`src/rtl/intersection_phase_arbiter.sv`:
```
`default_nettype none
// ============================================================================
// Module   : intersection_phase_arbiter
// Purpose  : Round-robin right-of-way sequencer for a 4-approach intersection
//            with min-green, yellow and all-red clearance and pre-emption.
// Revision : 1.0 - initial release
// ============================================================================
module intersection_phase_arbiter #(
  parameter int MIN_GREEN  = 70,
  parameter int YELLOW_CYC = 25,
  parameter int ALLRED_CYC = 1
) (
  input  logic        clk,
  input  logic        rst_n,
  input  logic [3:0]  has_car,
  input  logic        preempt,
  input  logic [1:0]  preempt_id,
  output logic [11:0] lights,
  output logic [1:0]  owner,
  output logic [1:0]  phase,
  output logic        switch_pulse
);

  localparam logic [1:0] S_GREEN  = 2'd0;
  localparam logic [1:0] S_YELLOW = 2'd1;
  localparam logic [1:0] S_ALLRED = 2'd2;

  localparam logic [7:0] c_green_last  = 8'(MIN_GREEN - 1);
  localparam logic [7:0] c_yellow_last = 8'(YELLOW_CYC - 1);
  localparam logic [7:0] c_allred_last = 8'(ALLRED_CYC - 1);

  logic [1:0] r_phase, w_phase_nxt;
  logic [1:0] r_owner, w_owner_nxt;
  logic [1:0] r_next_owner, w_next_owner_nxt;
  logic [7:0] r_cnt, w_cnt_nxt;
  logic [3:0] r_pending, w_pending_nxt;
  logic       r_switch_pulse, w_switch_nxt;

  logic [3:0] w_owner_oh;
  logic [3:0] w_new_car;
  logic [3:0] w_req;
  logic       w_rr_valid;
  logic [1:0] w_rr_pick;

  assign w_owner_oh = 4'b0001 << r_owner;
  assign w_new_car  = has_car & ~w_owner_oh;
  assign w_req      = (r_pending | w_new_car) & ~w_owner_oh;

  // Scan downwards so the nearest approach after the owner is the last write.
  always_comb begin
    logic [1:0] idx;
    w_rr_valid = 1'b0;
    w_rr_pick  = r_owner;
    idx        = r_owner;
    for (int k = 3; k >= 1; k--) begin
      idx = r_owner + 2'(k);
      if (w_req[idx]) begin
        w_rr_valid = 1'b1;
        w_rr_pick  = idx;
      end
    end
  end

  always_ff @(posedge clk or negedge rst_n) begin
    if (!rst_n) begin
      r_phase        <= S_GREEN;
      r_owner        <= 2'd0;
      r_next_owner   <= 2'd0;
      r_cnt          <= 8'd0;
      r_pending      <= 4'd0;
      r_switch_pulse <= 1'b0;
    end else begin
      r_phase        <= w_phase_nxt;
      r_owner        <= w_owner_nxt;
      r_next_owner   <= w_next_owner_nxt;
      r_cnt          <= w_cnt_nxt;
      r_pending      <= w_pending_nxt;
      r_switch_pulse <= w_switch_nxt;
    end
  end

  always_comb begin
    w_phase_nxt      = r_phase;
    w_owner_nxt      = r_owner;
    w_next_owner_nxt = r_next_owner;
    w_cnt_nxt        = r_cnt;
    w_pending_nxt    = r_pending | w_new_car;
    w_switch_nxt     = 1'b0;
    case (r_phase)
      S_GREEN: begin
        if (preempt && (preempt_id != r_owner)) begin
          w_phase_nxt      = S_YELLOW;
          w_cnt_nxt        = 8'd0;
          w_next_owner_nxt = preempt_id;
        end else if (!preempt && (r_cnt >= c_green_last) && w_rr_valid) begin
          w_phase_nxt      = S_YELLOW;
          w_cnt_nxt        = 8'd0;
          w_next_owner_nxt = w_rr_pick;
        end else if (r_cnt < c_green_last) begin
          w_cnt_nxt = r_cnt + 8'd1;
        end
      end
      S_YELLOW: begin
        if (preempt) w_next_owner_nxt = preempt_id;
        if (r_cnt == c_yellow_last) begin
          w_phase_nxt = S_ALLRED;
          w_cnt_nxt   = 8'd0;
        end else begin
          w_cnt_nxt = r_cnt + 8'd1;
        end
      end
      S_ALLRED: begin
        if (preempt) w_next_owner_nxt = preempt_id;
        if (r_cnt == c_allred_last) begin
          // Clearing the new owner's request wins over a same-cycle arrival.
          w_phase_nxt   = S_GREEN;
          w_cnt_nxt     = 8'd0;
          w_owner_nxt   = w_next_owner_nxt;
          w_pending_nxt = w_pending_nxt & ~(4'b0001 << w_next_owner_nxt);
          w_switch_nxt  = 1'b1;
        end else begin
          w_cnt_nxt = r_cnt + 8'd1;
        end
      end
      default: begin
        w_phase_nxt = S_GREEN;
        w_cnt_nxt   = 8'd0;
      end
    endcase
  end

  always_comb begin
    lights = {4{3'b100}};
    for (int i = 0; i < 4; i++) begin
      if (r_owner == 2'(i)) begin
        if (r_phase == S_GREEN)       lights[3*i +: 3] = 3'b001;
        else if (r_phase == S_YELLOW) lights[3*i +: 3] = 3'b010;
      end
    end
  end

  assign owner        = r_owner;
  assign phase        = r_phase;
  assign switch_pulse = r_switch_pulse;

endmodule
`default_nettype wire

```
`config.mk`:
```
export PLATFORM = sky130hd
export DESIGN_NAME = intersection_phase_arbiter
export DESIGN_NICKNAME = d
export VERILOG_FILES = /design/src/rtl/intersection_phase_arbiter.sv
export SDC_FILE = /design/constraint.sdc
export NUM_CORES = 1
export LEC_CHECK = 0
export ABC_CLOCK_PERIOD_IN_PS = 4300
export CAP_MARGIN = 10
export CORE_MARGIN = 5
export CORE_UTILIZATION = 57
export CTS_CLUSTER_SIZE = 40
export DETAILED_ROUTE_END_ITERATION = 12
export PLACE_DENSITY = 0.84
export SLEW_MARGIN = 20
export SYNTH_ARGS = -nofsm -noshare
export SYNTH_HDL_FRONTEND = slang
export SYNTH_SLANG_ARGS = --single-unit
```
`constraint.sdc`:
```
create_clock -name clk -period 4.3 [get_ports clk]
set_clock_uncertainty 0.1 [all_clocks]
set_input_delay 0.645 -clock clk [delete_from_list [all_inputs] [get_ports clk]]
set_output_delay 0.645 -clock clk [all_outputs]
set_load 0.03 [all_outputs]
```
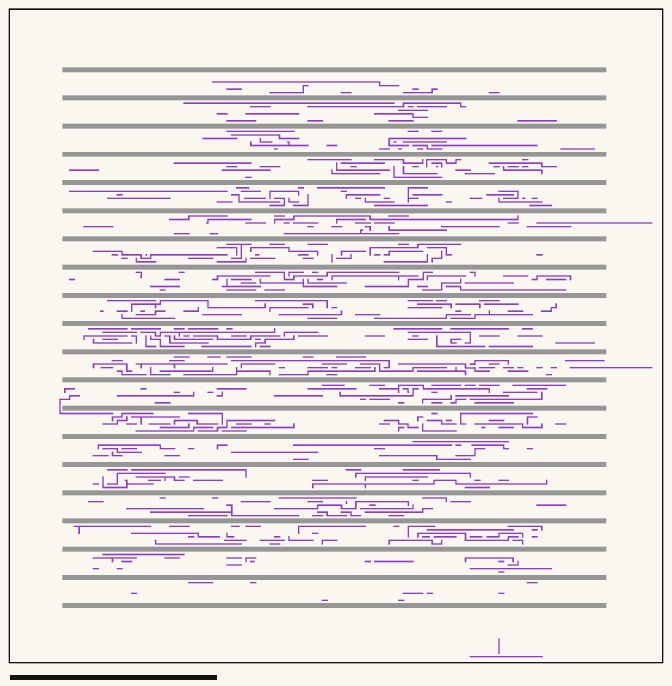
**Above:** met1 routing.
The bar under the picture is 20 um long. Supply wires on this layer in grey.
195 nets have wire on it. The layer carries 1530 um of wire. The longest straight run is 20.2 um. The layer holds 39% of the routed length.

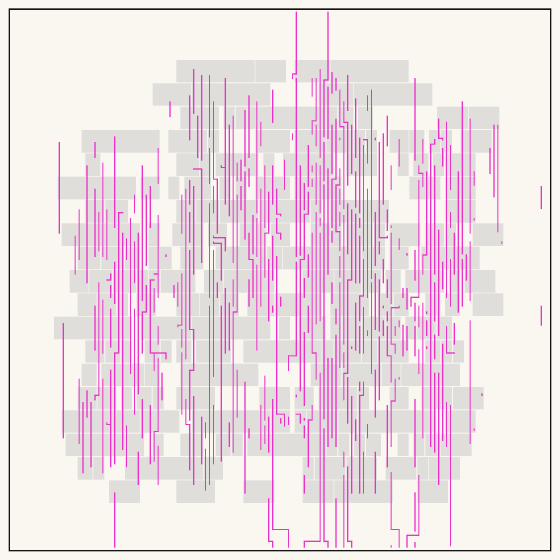
**Above:** signal wires on met2.
Cells faint in the background.
The longest straight run is 35.2 um. The layer holds 54% of the routed length. The wires run mostly vertical.

==> flow_summary.html <==
<h3>Run summary</h3>
<table>
<tr><th>Metric</th><th>Value</th></tr>
<tr><th colspan="2">Outcome</th></tr>
<tr><td>Run status</td><td>finished clean</td></tr>
<tr><th colspan="2">GRT</th></tr>
<tr><td>Vias in the first global route</td><td>1484</td></tr>
<tr><td>GR met2 Demand/Resource</td><td>0.3654</td></tr>
<tr><td>GRT overflow</td><td>0</td></tr>
<tr><td>Met1 Usage GRT</td><td>0.2374</td></tr>
<tr><td>Largest net degree at the start of global routing</td><td>20</td></tr>
<tr><th colspan="2">Timing</th></tr>
<tr><td>Number of slew-limit violations in the final report</td><td>0</td></tr>
<tr><td>Transition time of the tightest slew-check pin</td><td>0.8896 ns</td></tr>
<tr><td>TNS Setup</td><td>0 ns</td></tr>
<tr><td>Final worst path period need</td><td>3.240 ns</td></tr>
<tr><td>Final setup viols</td><td>0</td></tr>
<tr><th colspan="2">Yosys</th></tr>
<tr><td>Area figure in the yosys stat output</td><td>1594 sq um</td></tr>
<tr><td>Ys async rst share</td><td>1.000</td></tr>
<tr><td>Library cell with the highest instance count after synthesis</td><td>sky130_fd_sc_hd__nor2_1</td></tr>
<tr><td>Register bit total from synthesis</td><td>19</td></tr>
<tr><td>Top post-synthesis cells by count</td><td>sky130_fd_sc_hd__nor2_1, sky130_fd_sc_hd__dfrtp_1, sky130_fd_sc_hd__inv_1</td></tr>
<tr><td>Most common flop cell mapped by yosys</td><td>sky130_fd_sc_hd__dfrtp_1</td></tr>
<tr><td>Number of standard cells reported by yosys</td><td>180</td></tr>
<tr><th colspan="2">Power</th></tr>
<tr><td>Sequential cell fraction of total power</td><td>0.229</td></tr>
<tr><td>P per Cell Area</td><td>756.1 nW/um^2</td></tr>
<tr><td>Highest-power group</td><td>combinational cells</td></tr>
<tr><td>Static leakage power</td><td>0.7599 nW</td></tr>
<tr><td>Sw Share</td><td>0.5176</td></tr>
<tr><th colspan="2">Route</th></tr>
<tr><td>Drt wl/cell</td><td>16.51 um</td></tr>
<tr><td>Antenna violation net count after detailed routing</td><td>0</td></tr>
<tr><th colspan="2">Critical path</th></tr>
<tr><td>Worst reg2reg path depth</td><td>9</td></tr>
<tr><th colspan="2">Hold path</th></tr>
<tr><td>Type of the tightest min-delay check</td><td>reg -&gt; reg</td></tr>
<tr><th colspan="2">Job</th></tr>
<tr><td>Number of violations of the max-capacitance limit</td><td>0</td></tr>
<tr><td>Number of warnings in the stage logs</td><td>34</td></tr>
<tr><th colspan="2">Final layout</th></tr>
<tr><td>Flop area</td><td>475.5 sq um</td></tr>
<tr><td>Share of layout cells above drive strength 1</td><td>0.1256</td></tr>
<tr><th colspan="2">Floorplanning</th></tr>
<tr><td>Die span in x</td><td>62.88 um</td></tr>
<tr><td>Area of the core region</td><td>2710 sq um</td></tr>
<tr><td>Die Area</td><td>3954 sq um</td></tr>
<tr><th colspan="2">Clock network</th></tr>
<tr><td>Number of buffers inserted to repair setup after CTS</td><td>0</td></tr>
<tr><td>CTS Root Buffer Type</td><td>sky130_fd_sc_hd__clkbuf_4</td></tr>
</table>
cell families after synthesis:
| group | count (synthesis) | share of synthesized area |
|---|---|---|
| xor+xnor | 2 | 0.01099 |
| flops | 19 | 0.2983 |
| fa+ha+maj | 11 | 0.08634 |
| buf+inv | 18 | 0.04396 |
| simple gates | 66 | 0.2260 |
| compound gates | 56 | 0.2818 |
| mux | 8 | 0.05259 |
final cells by class:
cell class              count  area share
well taps                  31     0.02042
clock buffers               4     0.01383
repair buffers             25      0.1318
flip-flops and latches     19      0.2503
inverters                  16     0.03162
multi-input cells         143      0.5520
placed cells by master, fill, tap and decap left out, types with 4 or more instances in the layout:
cell type / n
sky130_fd_sc_hd__o21ai_0: 4
sky130_fd_sc_hd__o21ai_1: 5
sky130_fd_sc_hd__nor2_1: 20
sky130_fd_sc_hd__and2_1: 4
sky130_fd_sc_hd__inv_1: 16
sky130_fd_sc_hd__a22oi_1: 4
sky130_fd_sc_hd__o22ai_1: 4
sky130_fd_sc_hd__clkdlybuf4s50_1: 25
sky130_fd_sc_hd__a21oi_1: 13
sky130_fd_sc_hd__a31oi_1: 4
sky130_fd_sc_hd__mux2i_1: 5
sky130_fd_sc_hd__ha_1: 11
sky130_fd_sc_hd__nand2_1: 12
sky130_fd_sc_hd__dfrtp_1: 19
sky130_fd_sc_hd__nand3_1: 5
registers in the layout, summed over array words and instances (netlist names):
signal	cells
owner	2
phase	2
r_cnt	8
r_next_owner	2
r_pending	4
switch_pulse	1
per-stage QoR:
stage | std cells | power (mW) | setup slack [ns] | area [sq um] | hold WS [ns]
finish | 238 | 1.436 | 1.060 | 1899 | 0.4315
global route | 238 | 1.548 | 0.8917 | 1899 | 0.4636
CTS | 238 | 1.437 | 1.049 | 1899 | 0.4303
detailed placement | 234 | 1.341 | 1.255 | 1873 | 0.4046
global placement | 234 | 1.294 | 1.419 | 1873 | 0.3992
floorplan | 180 | 1.045 | 1.513 | 1594 | 0.2494
layer usage:
layer | part of all wire | routed length, um
met1 | 0.39 | 1526
met5 | 0 | 0
met3 | 0.050 | 195
met4 | 0.019 | 75
met2 | 0.54 | 2133
worst paths after layout:
check / start / end
hold / removal: r_next_owner[1]$_DFFE_PN0P_ / r_next_owner[1]$_DFFE_PN0P_
max in group asynchronous: rst_n / r_next_owner[1]$_DFFE_PN0P_
hold reg to reg: r_next_owner[1]$_DFFE_PN0P_ / r_next_owner[1]$_DFFE_PN0P_
setup / recovery: owner[0]$_DFFE_PN0P_ / lights[2]
min in group asynchronous: rst_n / r_cnt[0]$_DFFE_PN0P_
setup reg to reg: owner[0]$_DFFE_PN0P_ / r_next_owner[0]$_DFFE_PN0P_
critical path, stage by stage, from the launching register on:
cell,delay [ns]
sky130_fd_sc_hd__dfrtp_1,0.70
sky130_fd_sc_hd__inv_1,0.26
sky130_fd_sc_hd__ha_1,0.29
sky130_fd_sc_hd__and2_1,0.18
sky130_fd_sc_hd__nor2_1,0.10
sky130_fd_sc_hd__clkdlybuf4s50_1,0.68
Power figures rest on the tool's default switching activity, not on a simulated workload.
